## src/rtl/ssd1331_pkg.sv

```systemverilog
// Shared constants for the SSD1331 power-up / command sequencer.
// State encodings, init command ROM contents and default delay lengths.
package ssd1331_pkg;

   localparam logic [3:0] ST_PWR_UP       = 4'd0;
   localparam logic [3:0] ST_RES_LOW      = 4'd1;
   localparam logic [3:0] ST_RES_WAIT     = 4'd2;
   localparam logic [3:0] ST_INIT_LOAD    = 4'd3;
   localparam logic [3:0] ST_INIT_WAIT    = 4'd4;
   localparam logic [3:0] ST_VCC_ON       = 4'd5;
   localparam logic [3:0] ST_DISP_ON_LOAD = 4'd6;
   localparam logic [3:0] ST_DISP_ON_WAIT = 4'd7;
   localparam logic [3:0] ST_IDLE         = 4'd8;
   localparam logic [3:0] ST_USER_WAIT    = 4'd9;

   localparam int         ROM_BATCHES = 4;
   localparam logic [1:0] ROM_LAST    = 2'(ROM_BATCHES - 1);
   localparam int         ROM_MAX_LEN = 5;

   // Byte 0 of each batch sits in the low byte and goes out first.
   localparam logic [39:0] ROM_B0 = 40'h00_0000_00AE;
   localparam logic [39:0] ROM_B1 = 40'h00_0000_72A0;
   localparam logic [39:0] ROM_B2 = 40'h00_00A2_00A1;
   localparam logic [39:0] ROM_B3 = 40'h8E_AD3F_A8A4;
   localparam logic [4:0]  ROM_N0 = 5'd1;
   localparam logic [4:0]  ROM_N1 = 5'd2;
   localparam logic [4:0]  ROM_N2 = 5'd4;
   localparam logic [4:0]  ROM_N3 = 5'd5;

   localparam logic [7:0] OP_DISPLAY_ON = 8'hAF;

   localparam int DEF_PWR_WAIT = 20;
   localparam int DEF_RST_LOW  = 6;
   localparam int DEF_RST_WAIT = 6;
   localparam int DEF_VCC_WAIT = 20;

endpackage

```

## src/rtl/ssd1331_init_rom.sv

```systemverilog
// Combinational init command ROM: batch index -> {bytes, D/C flags, length}.
// All init bytes are commands, so D/C is always zero.
module ssd1331_init_rom
   import ssd1331_pkg::*;
#(
   parameter int WIDTH = 8,
   parameter int N     = 8
)(
   input  logic [1:0]         i_batch,
   output logic [WIDTH*N-1:0] o_data,
   output logic [N-1:0]       o_dc,
   output logic [4:0]         o_n
);

   logic [ROM_MAX_LEN*8-1:0] rom_bytes;

   always_comb begin
      case (i_batch)
         2'd0:    begin rom_bytes = ROM_B0; o_n = ROM_N0; end
         2'd1:    begin rom_bytes = ROM_B1; o_n = ROM_N1; end
         2'd2:    begin rom_bytes = ROM_B2; o_n = ROM_N2; end
         default: begin rom_bytes = ROM_B3; o_n = ROM_N3; end
      endcase
      o_data = '0;
      for (int k = 0; k < ROM_MAX_LEN; k++) begin
         o_data[WIDTH*k +: WIDTH] = WIDTH'(rom_bytes[8*k +: 8]);
      end
      o_dc = '0;
   end

endmodule

```

## src/rtl/ssd1331_spi_sequencer.sv

```systemverilog
// Powers up the SSD1331, plays the init ROM through the MOSI buffer, then
// serves user transfer requests one at a time with a request/ack handshake.
module ssd1331_spi_sequencer
   import ssd1331_pkg::*;
#(
   parameter int WIDTH    = 8,
   parameter int N        = 8,
   parameter int PWR_WAIT = DEF_PWR_WAIT,
   parameter int RST_LOW  = DEF_RST_LOW,
   parameter int RST_WAIT = DEF_RST_WAIT,
   parameter int VCC_WAIT = DEF_VCC_WAIT
)(
   input  logic               i_SCK,
   input  logic               i_RST,
   input  logic               i_REQ,
   input  logic [WIDTH*N-1:0] i_REQ_DATA,
   input  logic [N-1:0]       i_REQ_DC,
   input  logic [4:0]         i_REQ_N,
   output logic               o_REQ_ACK,
   output logic               o_READY,
   output logic               o_INIT_DONE,
   output logic [WIDTH*N-1:0] o_BUF_DATA,
   output logic [N-1:0]       o_BUF_DC,
   output logic [4:0]         o_BUF_N,
   output logic               o_BUF_START,
   input  logic               i_BYTE_DONE,
   output logic               o_PMODEN,
   output logic               o_RES,
   output logic               o_VCCEN
);

   logic [3:0]         state_q, state_d;
   logic [19:0]        delay_q, delay_d;
   logic [1:0]         batch_q, batch_d;
   logic [4:0]         byte_cnt_q, byte_cnt_d;
   logic [WIDTH*N-1:0] buf_data_q, buf_data_d;
   logic [N-1:0]       buf_dc_q, buf_dc_d;
   logic [4:0]         buf_n_q, buf_n_d;
   logic               start_q, start_d;
   logic               ack_q, ack_d;
   logic               init_done_q, init_done_d;
   logic               pmoden_q, pmoden_d;
   logic               res_q, res_d;
   logic               vccen_q, vccen_d;
   logic               byte_done_q;

   logic               byte_rise;
   logic [4:0]         byte_cnt_inc;
   logic               xfer_done;
   logic [4:0]         req_n_clamped;
   logic [WIDTH*N-1:0] rom_data;
   logic [N-1:0]       rom_dc;
   logic [4:0]         rom_n;

   ssd1331_init_rom #(.WIDTH(WIDTH), .N(N)) u_init_rom (
      .i_batch (batch_q),
      .o_data  (rom_data),
      .o_dc    (rom_dc),
      .o_n     (rom_n)
   );

   assign byte_rise     = i_BYTE_DONE & ~byte_done_q;
   assign byte_cnt_inc  = byte_cnt_q + {4'd0, byte_rise};
   assign xfer_done     = (byte_cnt_inc == buf_n_q);
   assign req_n_clamped = (i_REQ_N > 5'(N)) ? 5'(N) : i_REQ_N;

   always_comb begin
      state_d     = state_q;
      delay_d     = '0;
      batch_d     = batch_q;
      byte_cnt_d  = byte_cnt_q;
      buf_data_d  = buf_data_q;
      buf_dc_d    = buf_dc_q;
      buf_n_d     = buf_n_q;
      start_d     = 1'b0;
      ack_d       = 1'b0;
      init_done_d = init_done_q;

      case (state_q)
         ST_PWR_UP: begin
            if (delay_q == 20'(PWR_WAIT - 1)) state_d = ST_RES_LOW;
            else                              delay_d = delay_q + 20'd1;
         end
         ST_RES_LOW: begin
            if (delay_q == 20'(RST_LOW - 1)) state_d = ST_RES_WAIT;
            else                             delay_d = delay_q + 20'd1;
         end
         ST_RES_WAIT: begin
            if (delay_q == 20'(RST_WAIT - 1)) state_d = ST_INIT_LOAD;
            else                              delay_d = delay_q + 20'd1;
         end
         ST_INIT_LOAD: begin
            buf_data_d = rom_data;
            buf_dc_d   = rom_dc;
            buf_n_d    = rom_n;
            byte_cnt_d = '0;
            start_d    = 1'b1;
            state_d    = ST_INIT_WAIT;
         end
         ST_INIT_WAIT: begin
            byte_cnt_d = byte_cnt_inc;
            if (xfer_done) begin
               batch_d = batch_q + 2'd1;
               state_d = (batch_q == ROM_LAST) ? ST_VCC_ON : ST_INIT_LOAD;
            end
         end
         ST_VCC_ON: begin
            if (delay_q == 20'(VCC_WAIT - 1)) state_d = ST_DISP_ON_LOAD;
            else                              delay_d = delay_q + 20'd1;
         end
         ST_DISP_ON_LOAD: begin
            buf_data_d              = '0;
            buf_data_d[WIDTH-1:0]   = WIDTH'(OP_DISPLAY_ON);
            buf_dc_d                = '0;
            buf_n_d                 = 5'd1;
            byte_cnt_d              = '0;
            start_d                 = 1'b1;
            state_d                 = ST_DISP_ON_WAIT;
         end
         ST_DISP_ON_WAIT: begin
            byte_cnt_d = byte_cnt_inc;
            if (xfer_done) begin
               init_done_d = 1'b1;
               state_d     = ST_IDLE;
            end
         end
         ST_IDLE: begin
            // ack_q blocks a second capture of a request already acknowledged.
            if (i_REQ && !ack_q) begin
               buf_data_d = i_REQ_DATA;
               buf_dc_d   = i_REQ_DC;
               buf_n_d    = req_n_clamped;
               byte_cnt_d = '0;
               ack_d      = 1'b1;
               if (req_n_clamped != 5'd0) begin
                  start_d = 1'b1;
                  state_d = ST_USER_WAIT;
               end
            end
         end
         ST_USER_WAIT: begin
            byte_cnt_d = byte_cnt_inc;
            if (xfer_done) state_d = ST_IDLE;
         end
         default: state_d = ST_PWR_UP;
      endcase

      pmoden_d = 1'b1;
      res_d    = (state_d != ST_RES_LOW);
      vccen_d  = vccen_q | (state_d == ST_VCC_ON);
   end

   always_ff @(posedge i_SCK or posedge i_RST) begin
      if (i_RST) begin
         state_q     <= ST_PWR_UP;
         delay_q     <= '0;
         batch_q     <= '0;
         byte_cnt_q  <= '0;
         buf_data_q  <= '0;
         buf_dc_q    <= '0;
         buf_n_q     <= '0;
         start_q     <= 1'b0;
         ack_q       <= 1'b0;
         init_done_q <= 1'b0;
         pmoden_q    <= 1'b0;
         res_q       <= 1'b0;
         vccen_q     <= 1'b0;
         byte_done_q <= 1'b0;
      end else begin
         state_q     <= state_d;
         delay_q     <= delay_d;
         batch_q     <= batch_d;
         byte_cnt_q  <= byte_cnt_d;
         buf_data_q  <= buf_data_d;
         buf_dc_q    <= buf_dc_d;
         buf_n_q     <= buf_n_d;
         start_q     <= start_d;
         ack_q       <= ack_d;
         init_done_q <= init_done_d;
         pmoden_q    <= pmoden_d;
         res_q       <= res_d;
         vccen_q     <= vccen_d;
         byte_done_q <= i_BYTE_DONE;
      end
   end

   assign o_REQ_ACK   = ack_q;
   assign o_READY     = (state_q == ST_IDLE) & ~ack_q;
   assign o_INIT_DONE = init_done_q;
   assign o_BUF_DATA  = buf_data_q;
   assign o_BUF_DC    = buf_dc_q;
   assign o_BUF_N     = buf_n_q;
   assign o_BUF_START = start_q;
   assign o_PMODEN    = pmoden_q;
   assign o_RES       = res_q;
   assign o_VCCEN     = vccen_q;

endmodule

```

## config.mk

```make
export PLATFORM = sky130hd
export DESIGN_NAME = ssd1331_spi_sequencer
export DESIGN_NICKNAME = d
export VERILOG_FILES = /design/src/rtl/ssd1331_pkg.sv /design/src/rtl/ssd1331_init_rom.sv /design/src/rtl/ssd1331_spi_sequencer.sv
export SDC_FILE = /design/constraint.sdc
export NUM_CORES = 1
export LEC_CHECK = 0
export CAP_MARGIN = 25
export CORE_MARGIN = 8
export CORE_UTILIZATION = 46
export CTS_CLUSTER_SIZE = 12
export DETAILED_ROUTE_END_ITERATION = 10
export GPL_TIMING_DRIVEN = 0
export PLACE_DENSITY = 0.84
export RECOVER_POWER = 100
export SKIP_CTS_REPAIR_TIMING = 1
export SLEW_MARGIN = 20
export SYNTH_ARGS = -nofsm -noshare
export SYNTH_HDL_FRONTEND = slang
export SYNTH_SLANG_ARGS = --single-unit
```

## constraint.sdc

```tcl
create_clock -name i_SCK -period 4.9 [get_ports i_SCK]
set_clock_uncertainty 0.05 [all_clocks]
set_input_delay 0.98 -clock i_SCK [delete_from_list [all_inputs] [get_ports i_SCK]]
set_output_delay 0.98 -clock i_SCK [all_outputs]
set_load 0.02 [all_outputs]
```

==> run notes, run 1 <==
On the backend side, the flow ran end to end.

STA classifies the critical path startpoint as an input pin. Of the total synthesized cell area, the portion taken by AND-OR and OR-AND cells is 17.6%. The largest fanout on the critical path stands at 5.

The remaining design rule violation count stands at 0. The report lists the cells along the critical path as dlygate4sd3_1, nor2b_1, ha_1, ha_1, xor3_1, nor3_1, nand3_1, o221ai_1, or4b_1. The clock transition at the registers of the reported paths stands at 0.05 ns. Total global-route track usage over all layers is 21.0%. Looking at the VDD voltage map, the peak drop is 0.273 mV. According to the floorplan report, the die height is 121 um. The final wirelength stands at 15100 um. Endpoints failing hold in the final report were tallied at 0. In this run the tools logged warnings totalling 30. The number of sinks driven by the clock tree stands at 115. The most common logic cell in the final layout is sky130_fd_sc_hd__dfrtp_1. After routing the design area is 0.00741 mm^2. The critical path's slowest stage uses the library cell sky130_fd_sc_hd__dlygate4sd3_1. In the final design database the tool counted 743 nets. Setup repair after global routing left no endpoint under its margin. The number of cells traversed by the worst hold path stands at 2. The library cells used most frequently in the layout, excluding fill and tap cells, are sky130_fd_sc_hd__dfrtp_1 (115), sky130_fd_sc_hd__dlygate4sd3_1 (86), sky130_fd_sc_hd__clkdlybuf4s50_1 (78). Summing every instance area after synthesis gives 0.00506 mm^2. Yosys stat counts 470 cells in the synthesized netlist. The yosys synthesis chip area stands at 0.00506 mm^2. For the worst reg-to-reg path, the endpoint reported by OpenROAD is byte_cnt_q[0]. The number of max-capacitance violations reported stands at 0.

The capture point of the critical path was reported as o_RES. The flow ran to the end, and the final reports show no timing, DRC or antenna violations. For reference, full adder, half adder and majority cells occupy 1.98% of the area reported after synthesis. The post-route setup TNS stands at 0 ns. Of all power groups, the one with the highest power is combinational logic. The share of the clock period used by the worst path after layout stands at 75.1%. Global routing finished with a remaining overflow of 0. The count of nets left with antenna violations after detail routing stands at 0. The post-synthesis xor/xnor area fraction stands at 4.97%. The source-to-sink clock delay at the later pin of the worst-skew pair stands at 0.51 ns.
[run 1: routing by layer]
| metal | GRT usage [%] | up-vias | part of all wire (%) |
|---|---|---|---|
| met1 | 24.4 | 2197 | 40 |
| met2 | 34.0 | 165 | 49 |
| met3 | 7.17 | 32 | 7.9 |
| met5 | 0 | - | 0 |
| met4 | 10.4 | 0 | 2.6 |
| li1 | - | 2051 | - |
[run 1: layout make-up]
type / count / area [um^2] / share of cell area [%]
Inverter: 12 / 46.3 / 0.625
Clock buffer: 23 / 467 / 6.30
Sequential cell: 115 / 2880 / 38.8
Timing Repair Buffer: 165 / 1670 / 22.5
Buffer: 28 / 110 / 1.49
Multi-Input combinational cell: 315 / 2010 / 27.1
Clock inverter: 5 / 55.1 / 0.743
Tap cell: 140 / 175 / 2.36
**Run 1: the metal 2 layer**

Bar = 20 um.
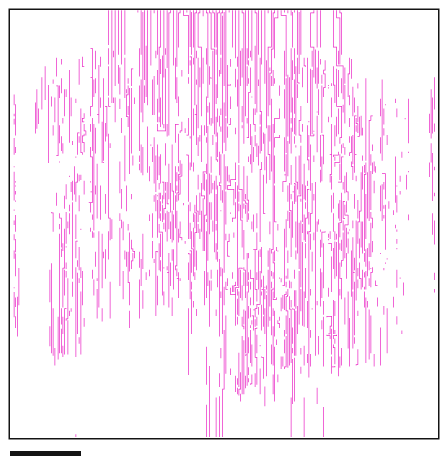
nets with wire on the layer	671
main direction	vertical
longest straight run	49.0 um
wire length on this layer	7480 um
via count: 4445
met2 Use GR: 34.0%

**Run 1: placement view**

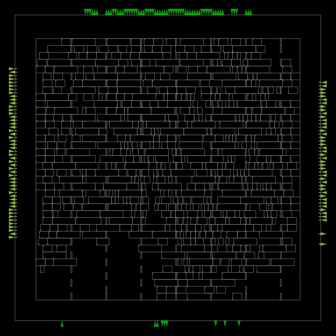
register share of the cell area: 38.8%
core box area: 0.0108 mm^2
number of core rows: 38
Finished Core Util: 68.7%

**Run 1: nets reached from selected ports**

Bar = 20 um.
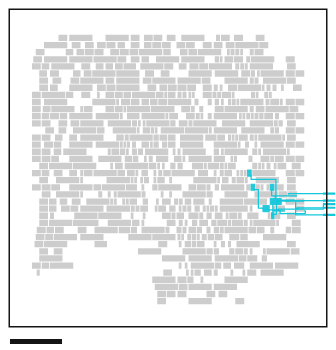
port	color	direction	edge	end cells	buffers	wire
i_REQ_N	cyan	input	east	7	5	181 um
Port Buf Inserts: 164
number of top-level pins: 165

**Run 1: sequential cells colored by netlist name**

Other sequential cells in the stronger gray, the rest of the logic in the fainter gray.
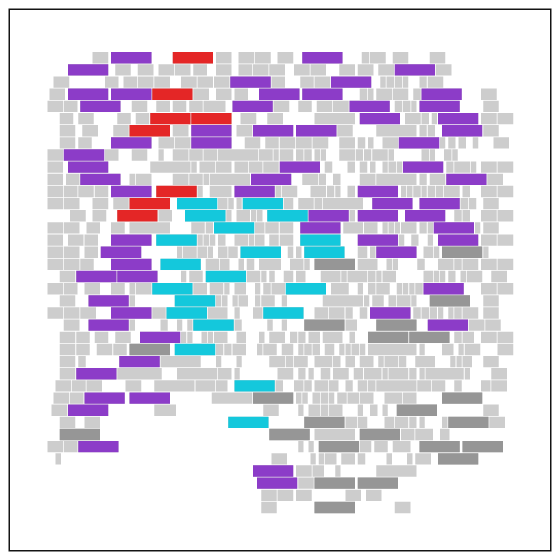

--- run 2 (diff from run 1) ---
--- a/config.mk
+++ b/config.mk
@@ -7,11 +7,11 @@
 export LEC_CHECK = 0
 export CAP_MARGIN = 25
 export CORE_MARGIN = 8
-export CORE_UTILIZATION = 46
+export CORE_UTILIZATION = 42
 export CTS_CLUSTER_SIZE = 12
 export DETAILED_ROUTE_END_ITERATION = 10
 export GPL_TIMING_DRIVEN = 0
-export PLACE_DENSITY = 0.84
+export PLACE_DENSITY = 0.81
 export RECOVER_POWER = 100
 export SKIP_CTS_REPAIR_TIMING = 1
 export SLEW_MARGIN = 20
==> constraint.sdc (replaced) <==
create_clock -name i_SCK -period 3.2 [get_ports i_SCK]
set_clock_uncertainty 0.05 [all_clocks]
set_input_delay 0.64 -clock i_SCK [delete_from_list [all_inputs] [get_ports i_SCK]]
set_output_delay 0.64 -clock i_SCK [all_outputs]
set_load 0.02 [all_outputs]
**Run 2: sequential cells colored by netlist name**

Other sequential cells in the stronger gray, the rest of the logic in the fainter gray.
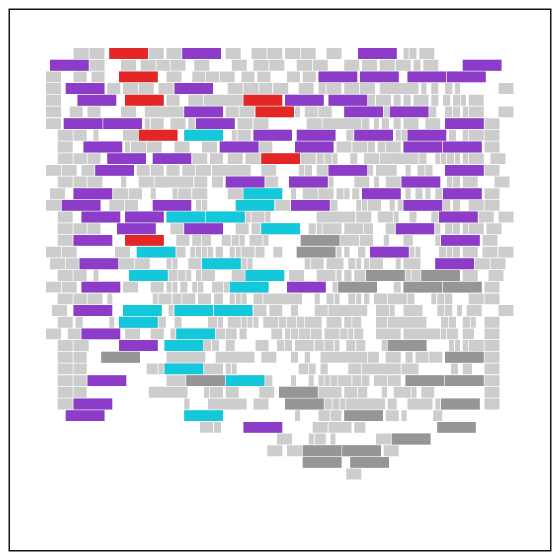
signal	color	placed flops
delay_q	cyan	20
o_BUF_DATA	purple	64
o_BUF_DC	red	8
register share of the cell area: 38.5%
Finished Core Util: 63.0%
power in sequential cells: 2220 uW
combined flip-flop and latch cell area: 0.00288 mm^2

==> run 2 against run 1 <==
Net effect: die size increased by 8.2%; largest power group unchanged; clock-buffer cell count decreased by 4; global-route usage decreased by 1.4 points; cell count increased by 1.6%; register-to-register slack got worse by 1.3 ns; power increased by 56%; non-clock buffer count increased by 3; synthesized cell count unchanged; worst hold slack got worse by 0.0027 ns; worst setup slack got worse by 1.0 ns.
==> run notes, run 2 <==
On the backend side, the flow ran end to end.

The startpoint type of the worst setup path is an input pin (unchanged). The final sequential cell count stands at 115 (unchanged). The layout buffering overhead excluding clock cells stands at 23.7% (was 24.0%). The met1 usage in global routing stands at 22.1% (was 24.4%). The highest-count logic cell in the final layout is sky130_fd_sc_hd__dfrtp_1 (unchanged). The share of synthesized cell area in full adder, half adder and majority cells was 1.98% (unchanged). The number of cells traversed by the worst hold path stands at 2 (unchanged). The most used routing layer in global routing is met2 (unchanged). The post-layout net count stands at 746 (was 743). The global routing met2 resource utilization came to 32.8% (was 34.0%). The sum of routed wire segments on met1 stands at 6380 um (was 6090 um). The library cell contributing the largest single delay on the critical path is sky130_fd_sc_hd__clkdlybuf4s50_1 (was sky130_fd_sc_hd__dlygate4sd3_1).

The global-route met3 utilization came to 7.00% (was 7.17%). The combinational share of cell area was 27.3% (was 27.1%). The clock transition at the registers of the reported paths stands at 0.05 ns (about the same).

The source-to-sink clock delay at the later pin of the worst-skew pair stands at 0.41 ns (was 0.51 ns). Most instantiated logic cells after routing: sky130_fd_sc_hd__dfrtp_1 (115), sky130_fd_sc_hd__dlygate4sd3_1 (85), sky130_fd_sc_hd__clkdlybuf4s50_1 (79) (was sky130_fd_sc_hd__dfrtp_1 (115), sky130_fd_sc_hd__dlygate4sd3_1 (86), sky130_fd_sc_hd__clkdlybuf4s50_1 (78)). The area share of and-or/or-and cells after synthesis stands at 17.6% (unchanged). In the finished design, the share of the clock period the worst path needs comes to 94.2%. The largest voltage drop on the vdd net stands at 0.380 mV (was 0.273 mV).

The leading cell category by total area is sequential cells (unchanged). The total of buffers placed on input and output ports stands at 164 (unchanged). The cell count listed in synth_stat.txt was 470 (unchanged). The number of logged tool warnings stands at 30 (unchanged).

Run status: completed (unchanged). The final-report hold violation count was 0 (unchanged). The uppermost signal routing layer after detailed routing was met4 (unchanged). The number of clock-tree buffers in the layout stands at 19 (was 23).

The floorplan core area is 0.0119 mm^2 (was 0.0108 mm^2). The endpoint of the most critical setup path was o_RES (unchanged). The number of tap instances stands at 147 (was 140). The clock tree cell share of total cell area was 7.39% (was 7.04%). The number of max-capacitance violations reported came to 0 (unchanged).
**Run 2: metal layers overlaid**

Only two layers are drawn.
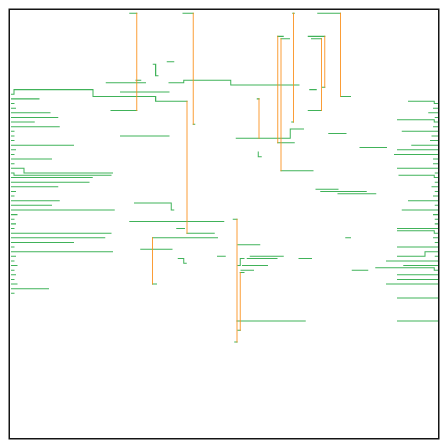
layer	color	wire length
M3	green	1110 um
M4	orange	341 um
via count: 4465
total length of routed wires: 15500 um
average wire length per cell after detail routing: 19.0 um
overall routing resource usage: 19.5%

-- run 2: metrics by stage --
step                      power [uW]  hold WS, ns  cells  area (um^2)  setup slack (ns)
after global routing            6750        0.453    816         7470            0.0626
after global placement          4700        0.408    781         6890            -0.268
after floorplan                 3560        0.431    470         5060             0.408
after CTS                       6600        0.429    815         7510            0.0921
after detailed placement        4800        0.416    784         6950            -0.316
final                           6420        0.419    816         7470             0.185
-- run 2: cell families (layout without fill, tap and decap cells) --
kind of cell	Yosys count	after routing
and+or+nand+nor	145	145
DFF	115	115
other	1	1
xor gates and xnor gates	27	27
buffers and inverters	40	239
muxes	5	5
adders and majority gates	8	8
AOI/OAI and AO/OA	129	129
-- run 2: power by group --
part,internal (uW),switching [uW]
Clock,1080,676
Combinational,1070,1380
Sequential,1910,303
**Run 2: placement view**

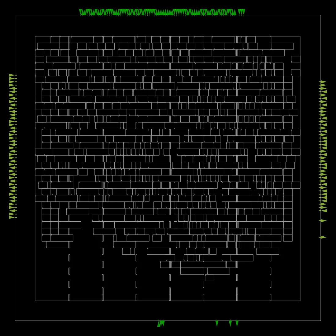

--- run 3 (diff from run 2) ---
--- a/config.mk
+++ b/config.mk
@@ -14,7 +14,7 @@
 export PLACE_DENSITY = 0.81
 export RECOVER_POWER = 100
 export SKIP_CTS_REPAIR_TIMING = 1
-export SLEW_MARGIN = 20
+export SLEW_MARGIN = 40
 export SYNTH_ARGS = -nofsm -noshare
 export SYNTH_HDL_FRONTEND = slang
 export SYNTH_SLANG_ARGS = --single-unit
**Run 3: placement view**

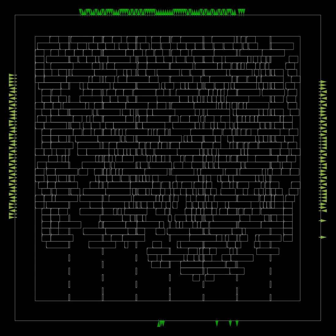
register share of the cell area: 37.9%
TAP cells: 147

==> run 3 against run 2 <==
Net effect: worst setup slack got worse by 0.051 ns; via count rose by 2.1%; synthesized cell count did not move; combinational power barely moved; largest power group unchanged; clock-buffer cell count rose by 3; core utilization rose by 1.0 points; maximum frequency fell by 1.7%; die size did not move; final area rose by 1.6%; highest routed layer unchanged; clock power rose by 13%; largest cell class unchanged; routed wire length rose by 3.5%.
==> run notes, run 3 <==
On the backend side, the flow ran end to end.

The total of buffers placed on input and output ports stands at 164 (unchanged). The clock tree cell share of total cell area stands at 8.14% (was 7.39%). Run status: completed (unchanged).

The final design utilization stands at 64.0% (was 63.0%). The remaining design rule violation count stands at 0 (unchanged). The amount of wire on met3 after detailed routing is 1100 um (was 1110 um). The count of pins on the block boundary came to 165 (unchanged). The share of synthesized cell area in full adder, half adder and majority cells is 1.98% (unchanged). The detailed route wirelength on metal2 was 8120 um (was 7670 um). The power of the combinational group was 2450 uW (was 2440 uW). The design internal power stands at 4330 uW (was 4060 uW). The share of total power in sequential cells stands at 33.3% (was 34.5%). The number of logged tool warnings stands at 30 (unchanged).

The post-route total power stands at 6650 uW (was 6420 uW). The number of non-clock buffers in the layout is 198 (was 196). The number of cells in the finished layout apart from fillers stands at 818 (was 816).

The relative contribution of the clock network to total power stands at 29.8% (was 27.4%). The floorplan core area came to 0.0119 mm^2 (unchanged). The switching power of the nets came to 2330 uW (was 2350 uW). The combined global-route utilization of all metal layers stands at 20.1% (was 19.5%). The combinational share of cell area stands at 26.8% (was 27.3%).
**Run 3: the metal 2 layer**

Bar = 50 um.
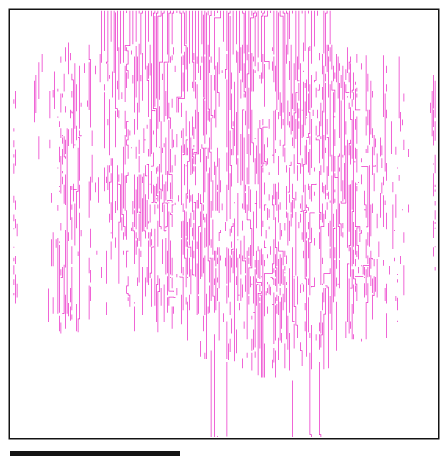
share of all routed wire	51%
nets with wire on the layer	685
longest straight run	54.4 um
main direction	vertical

==> run 3: netlist changes by cell type in the layout (fill, tap and decap cells not counted), moves of 2 or more <==
cell | previous run | this run
sky130_fd_sc_hd__bufinv_16 | 1 | 4
sky130_fd_sc_hd__clkinvlp_4 | 5 | 2
sky130_fd_sc_hd__inv_6 | 2 | 0
sky130_fd_sc_hd__buf_16 | 0 | 2
==> run 3: metal layers <==
layer	vias up	track usage, %
li1	2065	-
met1	2289	23.3
met2	179	33.8
met3	27	7.17
met4	0	7.01
met5	-	0
==> run 3: worst reg2reg max path, delay by kind of cell, from the launching register on <==
kind	cells	cell delay (ns)
simple gates	3	1.27
flops	1	0.35
compound gates	1	0.26
buf+inv	3	0.85
Power figures rest on the tool's default switching activity, not on a simulated workload.
